===== src/rtl/graph_pkg.sv =====
// graph_pkg
// Constants and types shared by the graph data writer and the HDMI graph
// renderer: spectrum size, bar-height width and the writer state encoding,
// plus the small height helpers used by the optional peak-hold path.
package graph_pkg;

    localparam int BIN_COUNT  = 256;
    localparam int BIN_ADDR_W = 8;
    localparam int HEIGHT_W   = 9;
    localparam int RAM_ADDR_W = BIN_ADDR_W + 1;

    typedef enum logic [0:0] {
        ST_FILL       = 1'b0,
        ST_WAIT_VSYNC = 1'b1
    } writer_state_t;

    // Held peak after one frame of decay, floored at zero.
    function automatic logic [HEIGHT_W-1:0] decay_height(
        input logic [HEIGHT_W-1:0] old,
        input logic [HEIGHT_W-1:0] step
    );
        if (old > step) begin
            return old - step;
        end else begin
            return {HEIGHT_W{1'b0}};
        end
    endfunction

    // Larger of two bar heights.
    function automatic logic [HEIGHT_W-1:0] max_height(
        input logic [HEIGHT_W-1:0] a,
        input logic [HEIGHT_W-1:0] b
    );
        if (a > b) begin
            return a;
        end else begin
            return b;
        end
    endfunction

endpackage


===== src/rtl/graph_data_writer_if.sv =====
// graph_data_writer_if
// Valid/ready stream of FFT magnitude bins into the graph data writer.
//   s_valid  source -> writer   bin valid
//   s_ready  writer -> source   writer can accept a bin
//   s_data   source -> writer   unsigned magnitude, IN_WIDTH bits
//   s_last   source -> writer   marks bin 255 of a frame
// Modports: master (bin source), slave (writer).
interface graph_data_writer_if #(
    parameter int IN_WIDTH = 16
) ();
    logic                s_valid;
    logic                s_ready;
    logic [IN_WIDTH-1:0] s_data;
    logic                s_last;

    modport master (output s_valid, output s_data, output s_last, input s_ready);
    modport slave  (input s_valid, input s_data, input s_last, output s_ready);
endinterface


===== src/rtl/graph_peak_mem.sv =====
// graph_peak_mem
// 256x9 single-clock RAM holding the per-bin peak heights for peak-hold mode.
// Synchronous read (data valid the cycle after rd_en). Entries not written
// since reset read as zero, so the first frame after reset starts from a
// clean peak history.
// Ports:
//   clk, rst            clock, asynchronous active-high reset
//   rd_en, rd_addr      read request and bin address
//   rd_data             registered read data
//   wr_en, wr_addr      write strobe and bin address
//   wr_data             new peak height
import graph_pkg::*;

module graph_peak_mem (
    input  logic                  clk,
    input  logic                  rst,
    input  logic                  rd_en,
    input  logic [BIN_ADDR_W-1:0] rd_addr,
    output logic [HEIGHT_W-1:0]   rd_data,
    input  logic                  wr_en,
    input  logic [BIN_ADDR_W-1:0] wr_addr,
    input  logic [HEIGHT_W-1:0]   wr_data
);

    logic [HEIGHT_W-1:0]  mem_r [BIN_COUNT];
    logic [HEIGHT_W-1:0]  rd_raw_r;
    logic [BIN_COUNT-1:0] written_r;
    logic                 rd_seen_r;

    // Storage array write port and raw synchronous read port.
    always_ff @(posedge clk) begin
        if (wr_en) begin
            mem_r[wr_addr] <= wr_data;
        end
        if (rd_en) begin
            rd_raw_r <= mem_r[rd_addr];
        end
    end

    // Per-entry written flags, so unwritten entries read as zero.
    always_ff @(posedge clk or posedge rst) begin
        if (rst) begin
            written_r <= {BIN_COUNT{1'b0}};
            rd_seen_r <= 1'b0;
        end else begin
            if (wr_en) begin
                written_r[wr_addr] <= 1'b1;
            end
            if (rd_en) begin
                rd_seen_r <= written_r[rd_addr];
            end
        end
    end

    assign rd_data = rd_seen_r ? rd_raw_r : {HEIGHT_W{1'b0}};

endmodule


===== src/rtl/graph_data_writer.sv =====
// graph_data_writer
// Writer end of the double-buffered 512x9 graph data RAM. Takes 256 FFT
// magnitude bins per frame, scales (>> SHIFT) and clamps (MAX_HEIGHT) each
// one to a bar height and writes it into the back bank. Once a complete frame
// has been written, the next vsync swaps banks so the renderer only ever sees
// a whole spectrum.
// Optional feature macro: GRAPH_PEAK_HOLD_EN -- decaying peak hold per bin,
// one extra write-pipeline stage.
// Ports:
//   clk, rst     clock, asynchronous active-high reset
//   s            bin stream (graph_data_writer_if.slave)
//   vsync        one-cycle pulse at start of vertical blanking
//   wr_en        RAM write strobe
//   wr_addr      {back bank, bin index}
//   wr_data      bar height
//   bank         front bank read by the renderer
//   frame_done   one-cycle pulse on bank swap
//   err_len      sticky frame-length error
import graph_pkg::*;

module graph_data_writer #(
    parameter int IN_WIDTH   = 16,
    parameter int SHIFT      = 7,
    parameter int MAX_HEIGHT = 479,
    parameter int DECAY      = 1
) (
    input  logic                  clk,
    input  logic                  rst,
    graph_data_writer_if.slave    s,
    input  logic                  vsync,
    output logic                  wr_en,
    output logic [RAM_ADDR_W-1:0] wr_addr,
    output logic [HEIGHT_W-1:0]   wr_data,
    output logic                  bank,
    output logic                  frame_done,
    output logic                  err_len
);

    localparam logic [IN_WIDTH-1:0] MAX_IN  = IN_WIDTH'(MAX_HEIGHT);
    localparam logic [HEIGHT_W-1:0] MAX_OUT = HEIGHT_W'(MAX_HEIGHT);
    localparam logic [BIN_ADDR_W-1:0] LAST_BIN = BIN_ADDR_W'(BIN_COUNT - 1);

    writer_state_t          state_r;
    writer_state_t          state_nxt_s;
    logic [BIN_ADDR_W-1:0]  idx_r;
    logic                   ready_r;
    logic                   bank_r;
    logic                   frame_done_r;
    logic                   err_len_r;
    logic                   accept_s;
    logic                   commit_s;
    logic                   last_bin_s;
    logic [IN_WIDTH-1:0]    shifted_s;
    logic [HEIGHT_W-1:0]    scaled_s;
    logic                   beat_valid_r;
    logic [RAM_ADDR_W-1:0]  beat_addr_r;
    logic [HEIGHT_W-1:0]    beat_height_r;

    assign last_bin_s = (idx_r == LAST_BIN);
    assign s.s_ready  = ready_r;
    assign bank       = bank_r;
    assign frame_done = frame_done_r;
    assign err_len    = err_len_r;

    // Scale at full input width, then clamp to the ceiling.
    always_comb begin
        shifted_s = s.s_data >> SHIFT;
        if (shifted_s > MAX_IN) begin
            scaled_s = MAX_OUT;
        end else begin
            scaled_s = shifted_s[HEIGHT_W-1:0];
        end
    end

    // FSM state register.
    always_ff @(posedge clk or posedge rst) begin
        if (rst) begin
            state_r <= ST_FILL;
        end else begin
            state_r <= state_nxt_s;
        end
    end

    // FSM next state: a beat on bin 255 completes the frame; vsync commits it.
    always_comb begin
        state_nxt_s = state_r;
        case (state_r)
            ST_FILL: begin
                if (accept_s && last_bin_s) begin
                    state_nxt_s = ST_WAIT_VSYNC;
                end else begin
                    state_nxt_s = ST_FILL;
                end
            end
            ST_WAIT_VSYNC: begin
                if (vsync) begin
                    state_nxt_s = ST_FILL;
                end else begin
                    state_nxt_s = ST_WAIT_VSYNC;
                end
            end
            default: state_nxt_s = ST_FILL;
        endcase
    end

    // FSM outputs: beat acceptance in FILL, bank commit in WAIT_VSYNC.
    always_comb begin
        accept_s = 1'b0;
        commit_s = 1'b0;
        case (state_r)
            ST_FILL:       accept_s = s.s_valid & ready_r;
            ST_WAIT_VSYNC: commit_s = vsync;
            default: begin
                accept_s = 1'b0;
                commit_s = 1'b0;
            end
        endcase
    end

    // Frame bookkeeping: bin index, ready, bank, swap pulse, length error.
    always_ff @(posedge clk or posedge rst) begin
        if (rst) begin
            idx_r        <= {BIN_ADDR_W{1'b0}};
            ready_r      <= 1'b0;
            bank_r       <= 1'b0;
            frame_done_r <= 1'b0;
            err_len_r    <= 1'b0;
        end else begin
            ready_r      <= (state_nxt_s == ST_FILL);
            frame_done_r <= commit_s;
            if (commit_s) begin
                bank_r <= ~bank_r;
            end
            if (accept_s) begin
                // Both a full frame and a short frame restart from bin 0.
                if (last_bin_s || s.s_last) begin
                    idx_r <= {BIN_ADDR_W{1'b0}};
                end else begin
                    idx_r <= idx_r + 8'd1;
                end
                // Error when s_last disagrees with the bin position.
                if (last_bin_s != s.s_last) begin
                    err_len_r <= 1'b1;
                end
            end
        end
    end

    // First write stage: latch the scaled beat and its back-bank address.
    always_ff @(posedge clk or posedge rst) begin
        if (rst) begin
            beat_valid_r  <= 1'b0;
            beat_addr_r   <= {RAM_ADDR_W{1'b0}};
            beat_height_r <= {HEIGHT_W{1'b0}};
        end else begin
            beat_valid_r <= accept_s;
            if (accept_s) begin
                beat_addr_r   <= {~bank_r, idx_r};
                beat_height_r <= scaled_s;
            end
        end
    end

`ifdef GRAPH_PEAK_HOLD_EN
    localparam logic [HEIGHT_W-1:0] DECAY_H = HEIGHT_W'(DECAY);

    logic [HEIGHT_W-1:0]   peak_rd_s;
    logic [HEIGHT_W-1:0]   peak_old_s;
    logic [HEIGHT_W-1:0]   held_s;
    logic                  fwd_r;
    logic [HEIGHT_W-1:0]   fwd_data_r;
    logic                  wr_en_r;
    logic [RAM_ADDR_W-1:0] wr_addr_r;
    logic [HEIGHT_W-1:0]   wr_data_r;

    graph_peak_mem u_peak_mem (
        .clk     (clk),
        .rst     (rst),
        .rd_en   (accept_s),
        .rd_addr (idx_r),
        .rd_data (peak_rd_s),
        .wr_en   (beat_valid_r),
        .wr_addr (beat_addr_r[BIN_ADDR_W-1:0]),
        .wr_data (held_s)
    );

    // New height: scaled value or decayed peak, whichever is higher. The
    // forward path covers a read issued while the same bin is being written
    // (a one-beat short frame followed straight away by bin 0).
    always_comb begin
        if (fwd_r) begin
            peak_old_s = fwd_data_r;
        end else begin
            peak_old_s = peak_rd_s;
        end
        held_s = max_height(beat_height_r, decay_height(peak_old_s, DECAY_H));
    end

    // Second write stage plus read-during-write forwarding.
    always_ff @(posedge clk or posedge rst) begin
        if (rst) begin
            fwd_r      <= 1'b0;
            fwd_data_r <= {HEIGHT_W{1'b0}};
            wr_en_r    <= 1'b0;
            wr_addr_r  <= {RAM_ADDR_W{1'b0}};
            wr_data_r  <= {HEIGHT_W{1'b0}};
        end else begin
            fwd_r      <= accept_s && beat_valid_r &&
                          (beat_addr_r[BIN_ADDR_W-1:0] == idx_r);
            fwd_data_r <= held_s;
            wr_en_r    <= beat_valid_r;
            if (beat_valid_r) begin
                wr_addr_r <= beat_addr_r;
                wr_data_r <= held_s;
            end
        end
    end

    assign wr_en   = wr_en_r;
    assign wr_addr = wr_addr_r;
    assign wr_data = wr_data_r;
`else
    assign wr_en   = beat_valid_r;
    assign wr_addr = beat_addr_r;
    assign wr_data = beat_height_r;
`endif

endmodule


===== src/flat_wrapper.sv =====
// flat-port wrapper written by rule: the top's interface ports become plain ports
module graph_data_writer_flat 
#(
    parameter int IN_WIDTH   = 16,
    parameter int SHIFT      = 7,
    parameter int MAX_HEIGHT = 479,
    parameter int DECAY      = 1
)
  (clk, rst, vsync, wr_en, wr_addr, wr_data, bank, frame_done, err_len, s_s_valid, s_s_data, s_s_last, s_s_ready);
  graph_data_writer_if #(.IN_WIDTH(IN_WIDTH)) s_i ();
  input  logic clk;
  input  logic rst;
  input  logic vsync;
  output logic wr_en;
  output logic [RAM_ADDR_W-1:0] wr_addr;
  output logic [HEIGHT_W-1:0] wr_data;
  output logic bank;
  output logic frame_done;
  output logic err_len;
  input wire logic [$bits(s_i.s_valid)-1:0] s_s_valid;
  input wire logic [$bits(s_i.s_data)-1:0] s_s_data;
  input wire logic [$bits(s_i.s_last)-1:0] s_s_last;
  output wire logic [$bits(s_i.s_ready)-1:0] s_s_ready;
  assign s_i.s_valid = s_s_valid;
  assign s_i.s_data = s_s_data;
  assign s_i.s_last = s_s_last;
  assign s_s_ready = s_i.s_ready;
  graph_data_writer #(.IN_WIDTH(IN_WIDTH), .SHIFT(SHIFT), .MAX_HEIGHT(MAX_HEIGHT), .DECAY(DECAY)) u_core (.clk(clk), .rst(rst), .s(s_i), .vsync(vsync), .wr_en(wr_en), .wr_addr(wr_addr), .wr_data(wr_data), .bank(bank), .frame_done(frame_done), .err_len(err_len));
endmodule

===== config.mk =====
export PLATFORM = sky130hd
export DESIGN_NAME = graph_data_writer_flat
export DESIGN_NICKNAME = d
export VERILOG_FILES = /design/src/rtl/graph_pkg.sv /design/src/rtl/graph_data_writer_if.sv /design/src/rtl/graph_peak_mem.sv /design/src/rtl/graph_data_writer.sv /design/src/flat_wrapper.sv
export SDC_FILE = /design/constraint.sdc
export NUM_CORES = 1
export LEC_CHECK = 0
export CORE_UTILIZATION = 45
export DETAILED_ROUTE_END_ITERATION = 7
export PLACE_DENSITY = 0.79
export SYNTH_ARGS = -nofsm -noshare
export SYNTH_HDL_FRONTEND = slang
export SYNTH_HIERARCHICAL = 1
export SYNTH_SLANG_ARGS = --single-unit

===== constraint.sdc =====
create_clock -name clk -period 2.4 [get_ports clk]
set_input_delay 0.24 -clock clk [delete_from_list [all_inputs] [get_ports clk]]
set_output_delay 0.24 -clock clk [all_outputs]
set_load 0.02 [all_outputs]

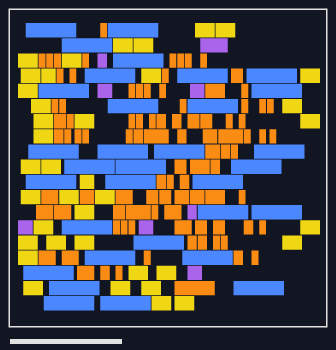
Figure 1: run 1, cells colored by class.
Scale bar: 20 µm.
Key: remaining logic cells = orange [cells 94, share of their area 30%]; remaining buffers and delay cells = yellow [cells 38, share of their area 21%]; clock drivers and dummy loads = purple [cells 8, share of their area 3.5%]; registers = blue [cells 32, share of their area 46%]
Util after Layout: 0.641
flop share of the area: 0.446
Final Cell Area: 1800 µm²
FP Rows: 19
core area: 2810 µm²

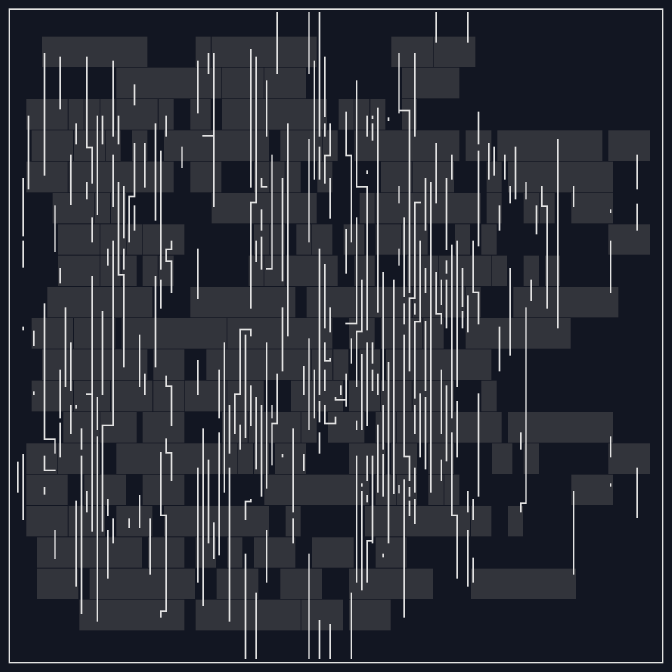
Figure 2: run 1, the metal 2 layer.
164 nets have wire on it. The wires run mostly vertical. The layer carries 1350 µm of wire. The layer holds 49% of the routed length.
GR Util met2: 0.318
via count: 1109
Post-Route WL: 2740 µm

==> GITHUB_STEP_SUMMARY, run 1 <==
### Yosys + OpenROAD results

| Metric | Value |
|---|---|
| Post-synth regs | 32 |
| OpenROAD warning count | 33 |
| Kind of cell adding the most delay to the critical path | simple AND/OR/NAND/NOR gates |
| Dominant register cell | dfrtp_1 |
| Met2 wire len | 1350 µm |
| Die Ht | 56.7 µm |
| Simple share | 0.223 |
| Status | complete, but fails checks |
| Average cell area after synthesis | 10.3 µm² |
| Failing checks | design-rule violations |
| Commonest Layout Cell | nand2_1 |
| IO buf count | 36 |
| Synth top cell by count | nand2_1 |
| Buffer and inverter count on the worst path | 0 |
| GRT Total Usage | 0.207 |
| TritonRoute pass-1 iters | 6 |
| Placed Instance Area | 1740 µm² |
| Endpoints failing setup | 0 |
| Yosys Instances | 131 |
| N_diodes | 0 |
| Worst path arrival time | 2390 ps |
| Syn Nets | 154 |
| Largest net degree at the start of global routing | 33 |
| CTS clk-pin slew, worst paths | 100 ps |
| Top cell area share | 0.595 |
| Vias in the first global route | 1074 |
| Yosys stat chip area | 1350 µm² |
| Critical path endpoint category | register |
| Residual DRC | 2 |
| Worst-path cell chain | ha_1 > nand4_1 > ha_1 > nand4b_1 > or4_1 > nand3_1 |
| Slew Viols, Final | 0 |
| Met3 routed WL | 199 µm |
| Initial Utilization | 0.479 |
| PD cells | 635 nW/µm² |
| Area grow syn2layout | 33.6% |
| Slowest stage delay, CP | 460 ps |
| Most numerous logic cells after layout | nand2_1 (40), clkdlybuf4s50_1 (36), dfrtp_1 (32) |
| Number of clock sinks | 32 |
| CP max stage cell | or4_1 |
| Post-synth top cells | nand2_1 (40), dfrtp_1 (32), inv_1 (8) |
| Actual slew at the worst max-slew pin | 396 ps |
| Nets | 194 |
| Adder-cell share of the synthesized area | 0.0186 |
| Layout cells sized above 1 | 0.0814 |
| WL/cell | 13.5 µm |
| CP most frequent cell | ha_1 |
| Hold Vio Cnt, Final | 0 |
| RSZ-0062 raised after global routing | no |
| Chip Width | 56.7 µm |
| YS warnings | 6 |
| Die area | 3210 µm² |
| Max Fanout on Critical Path | 9 |
| Crit path to | u_core/idx_r[5]$_DFFE_PP0P_ |
| Maximum VDD drop | 0.538 mV |
| Max-cap violations | 0 |
| Crit. Startpoint | u_core/idx_r[0]$_DFFE_PP0P_ |
| CTS Buf Count | 5 |
| CTS tree | done |
| CP startpoint kind | register |
| FF-to-FF setup slack | 290 ps |
| Fraction of registers with async set/reset | 1.00 |
| H-tree depth | 2 |
| Synth top area cells | dfrtp_1 (60%), nand2_1 (11%), o22a_1 (3.3%) |
| WP depth | 6 |
| RD Place Congestion | 0.880 |
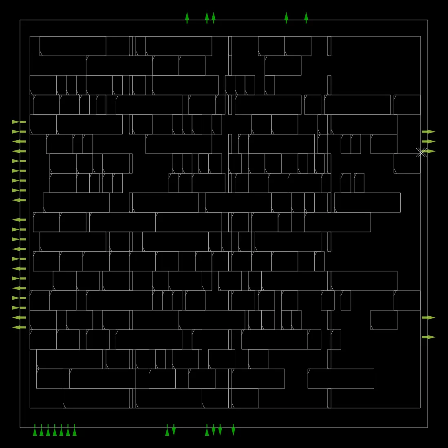
Figure 3: run 1, cell outlines without signal wires.
fill count: 240
post-route insts no fill: 203
sequential cells: 32
TAP cells: 31

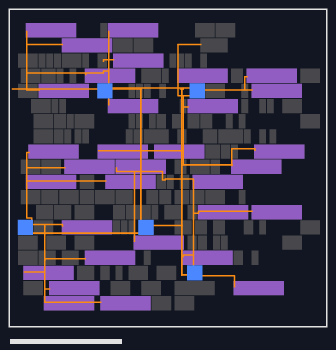
Figure 4: run 1, routed clock nets over the placement.
Scale bar: 20 µm.
Key: clock-net drivers = blue [count 5]; clock wires = orange [length 400 µm]; flip-flops = purple [count 32]
Position of the flops: all over the die. There are 6 routed clock nets.
clock latency on the worst-skew pair: 330 ps
Clock Power Share: 0.282

run 1: through the flow:
step | setup slack, ps | std cells | total power (µW)
floorplan | 573 | 131 | 723
global placement | 296 | 195 | 823
detailed placement | 292 | 195 | 831
CTS | 280 | 203 | 1160
global route | 83.7 | 203 | 1200
finish | 290 | 203 | 1140
run 1: area by class of cell:
class	count	area, µm²	area share
Clock buffer	6	51.3	0.0286
Clock inverter	2	10.0	0.00557
Inverter	8	30.0	0.0167
Multi-Input combinational cell	86	490	0.273
Sequential cell	32	801	0.446
Tap cell	31	38.8	0.0216
Timing Repair Buffer	38	375	0.209
run 1: report_power, final:
group / switching [µW] / total, µW / internal [µW]
Clock: 183 / 322 / 139
Sequential: 32.6 / 611 / 579
Combinational: 108 / 208 / 100
Total: 323 / 1140 / 818
==> run 1 -> run 2 <==
SKIP_LAST_GASP = 1   (was not set)
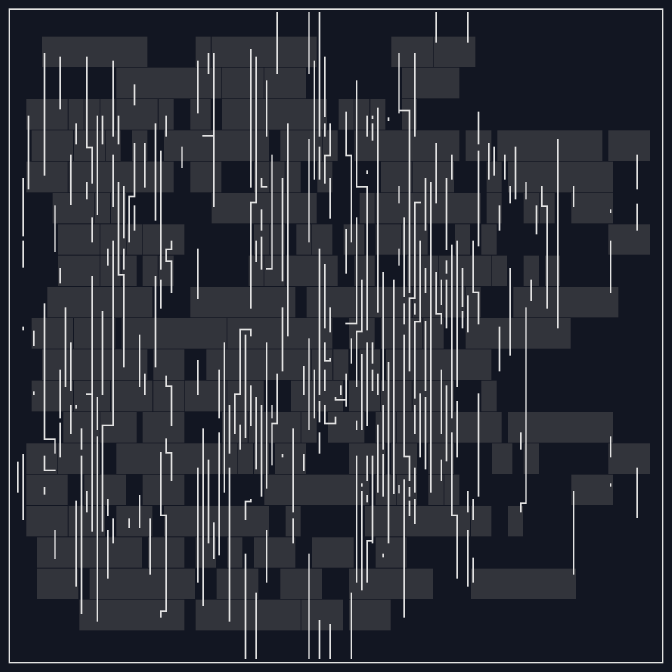
Figure 5: run 2, the metal 2 layer.
The longest straight run is 26.9 µm. 164 nets have wire on it. The layer holds 49% of the routed length. The layer carries 1350 µm of wire.

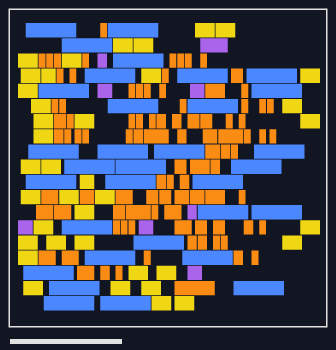
Figure 6: run 2, cells colored by class.
Scale bar: 20 µm.
Key: remaining buffers and delay cells = yellow [cells 38, share of their area 21%]; remaining logic cells = orange [cells 94, share of their area 30%]; clock drivers and dummy loads = purple [cells 8, share of their area 3.5%]; registers = blue [cells 32, share of their area 46%]

==> GITHUB_STEP_SUMMARY, run 2 <==
### Yosys + OpenROAD results

| Metric | Value |
|---|---|
| Status | complete, but fails checks |
| Failing checks | design-rule violations |
| Synth top area cells | dfrtp_1 (60%), nand2_1 (11%), o22a_1 (3.3%) |
| Actual slew at the worst max-slew pin | 396 ps |
| FF-to-FF setup slack | 290 ps |
| Layout cells sized above 1 | 0.0814 |
| OpenROAD warning count | 33 |
| Syn Nets | 154 |
| GR Util met2 | 0.318 |
| FF/Latch Area | 801 µm² |
| Placed Instance Area | 1740 µm² |
| CP max stage cell | or4_1 |
| Total Power | 1140 µW |
| Kind of cell adding the most delay to the critical path | simple AND/OR/NAND/NOR gates |
| Yosys Instances | 131 |
| CTS tree | done |
| Synth top cell by count | nand2_1 |
| Slowest stage delay, CP | 460 ps |
| Chip Width | 56.7 µm |
| WL/cell | 13.5 µm |
| Clock-cell share | 0.0341 |
| Largest net degree at the start of global routing | 33 |
| Dominant register cell | dfrtp_1 |
| Placed cell count | 195 |
| Area grow syn2layout | 33.6% |
| Initial Utilization | 0.479 |
| Crit. Startpoint | u_core/idx_r[0]$_DFFE_PP0P_ |
| YS warnings | 6 |
| Crit path to | u_core/idx_r[5]$_DFFE_PP0P_ |
| Flop share of the area | 0.446 |
| Max Fanout on Critical Path | 9 |
| GRT Total Usage | 0.207 |
| Post-Route WL | 2740 µm |
| Hold Vio Cnt, Final | 0 |
| Non-clock inverters | 8 |
| N_diodes | 0 |
| Max-cap violations | 0 |
| Util after Layout | 0.641 |
| Met2 wire len | 1350 µm |
| WP depth | 6 |
| Most numerous logic cells after layout | nand2_1 (40), clkdlybuf4s50_1 (36), dfrtp_1 (32) |
| Multi-In Gates | 86 |
| Worst-path cell chain | ha_1 > nand4_1 > ha_1 > nand4b_1 > or4_1 > nand3_1 |
| CP most frequent cell | ha_1 |
| RSZ-0062 raised after global routing | no |
| Place WS | 292 ps |
| Average cell area after synthesis | 10.3 µm² |
| Top cell area share | 0.595 |
| TAP cells | 31 |
| Post-synth top cells | nand2_1 (40), dfrtp_1 (32), inv_1 (8) |
| CTS clk-pin slew, worst paths | 100 ps |
| Clock latency on the worst-skew pair | 330 ps |
| Die area | 3210 µm² |
| Sequential cells | 32 |
| Residual DRC | 2 |
| Post-route insts no fill | 203 |
| Yosys stat chip area | 1350 µm² |
| Multi-input combinational area share | 0.273 |
| TritonRoute pass-1 iters | 6 |
run 2: cell counts after synthesis:
Identical to the previous run, type by type.
run 2: where the power goes:
part	internal [µW]	switching [µW]	total [µW]	leakage, µW
clock	139	183	322	0.0000380
combinational	100	108	208	0.000402
sequential	579	32.6	611	0.000402
total	818	323	1140	0.000842
run 2: kinds of logic after synthesis:
family                   after synthesis  synth area share
buffers and inverters                 13            0.0400
AND-OR/OR-AND                         22             0.116
flip-flops                            32             0.595
AND/OR/NAND/NOR                       61             0.223
XOR/XNOR                               1           0.00651
adder cells (fa/ha/maj)                2            0.0186
run 2: worst register-to-register path: cells and delay by family (launching register included):
kind,cells,cell delay [ps]
fa+ha+maj,2,640
simple gates,4,980
flops,1,450
==> run 2 -> run 3 <==
SKIP_CTS_REPAIR_TIMING = 1   (was not set)
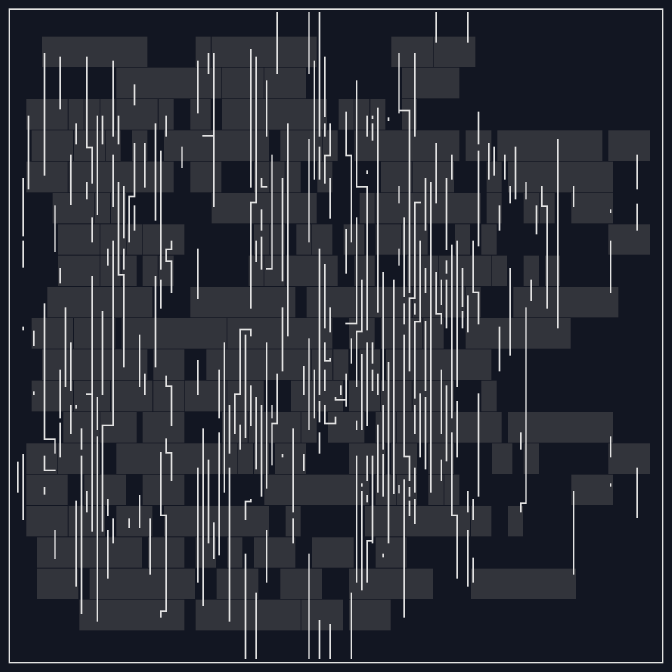
Figure 7: run 3, the metal 2 layer.

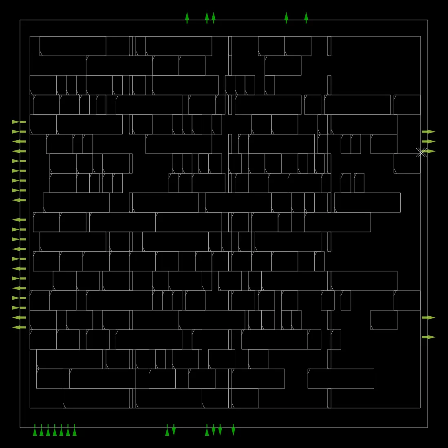
Figure 8: run 3, cell outlines without signal wires.

==> GITHUB_STEP_SUMMARY, run 3 <==
### Yosys + OpenROAD results

| Metric | Value |
|---|---|
| Worst setup margin | 290 ps |
| Syn Nets | 154 |
| Endpoints failing setup | 0 |
| Multi-input combinational area share | 0.273 |
| Non-clock inverters | 8 |
| Top cell category | registers |
| Crit path to | u_core/idx_r[5]$_DFFE_PP0P_ |
| TAP cells | 31 |
| Clock latency on the worst-skew pair | 330 ps |
| CTS tree | done |
| Final Cell Area | 1800 µm² |
| Combinational power share | 0.182 |
| Average cell area after synthesis | 10.3 µm² |
| Post-route insts no fill | 203 |
| Flop share of the area | 0.446 |
| YS warnings | 6 |
| Met3 routed WL | 199 µm |
| Residual DRC | 2 |
| Met2 wire len | 1350 µm |
| Yosys stat chip area | 1350 µm² |
| Placed Instance Area | 1740 µm² |
| Synth top cell by count | nand2_1 |
| FP Rows | 19 |
| Post-synth top cells | nand2_1 (40), dfrtp_1 (32), inv_1 (8) |
| Non-clock buffer share | 0.209 |
| Die Ht | 56.7 µm |
| Clock-cell share | 0.0341 |
| Area grow syn2layout | 33.6% |
| Reg power frac | 0.536 |
| Yosys Instances | 131 |
| Failing checks | design-rule violations |
| TritonRoute pass-1 iters | 6 |
| P_comb | 208 µW |
| Total Power | 1140 µW |
| Initial Utilization | 0.479 |
| Main power group | sequential cells |
| Status | complete, but fails checks |
| Switching pwr | 323 µW |
| Crit. Startpoint | u_core/idx_r[0]$_DFFE_PP0P_ |
| Slew Viols, Final | 0 |
| Post-Route WL | 2740 µm |
| Util after Layout | 0.641 |
| # clk buffers | 6 |
| Nets | 194 |
| CTS clk-pin slew, worst paths | 100 ps |
| Chip Width | 56.7 µm |
| P_seq | 611 µW |
| FF-to-FF setup slack | 290 ps |
| RSZ-0062 raised after global routing | no |
-- run 3: cell counts after synthesis --
Identical to the previous run, type by type.
-- run 3: logic make-up (layout without fill, tap and decap cells) --
logic type	after synthesis	in the layout	synth area share
adders and majority gates	2	2	0.0186
buffers and inverters	13	54	0.0400
DFF	32	32	0.595
AOI/OAI and AO/OA	22	22	0.116
xor gates and xnor gates	1	1	0.00651
and+or+nand+nor	61	61	0.223
-- run 3: critical path, cell delays in order (launching register included) --
cell      delay (ps)
dfrtp_1          450
ha_1             280
nand4_1          160
ha_1             360
nand4b_1         270
or4_1            460
nand3_1           90
No activity file was given, so power comes from the tool's default toggle rates.
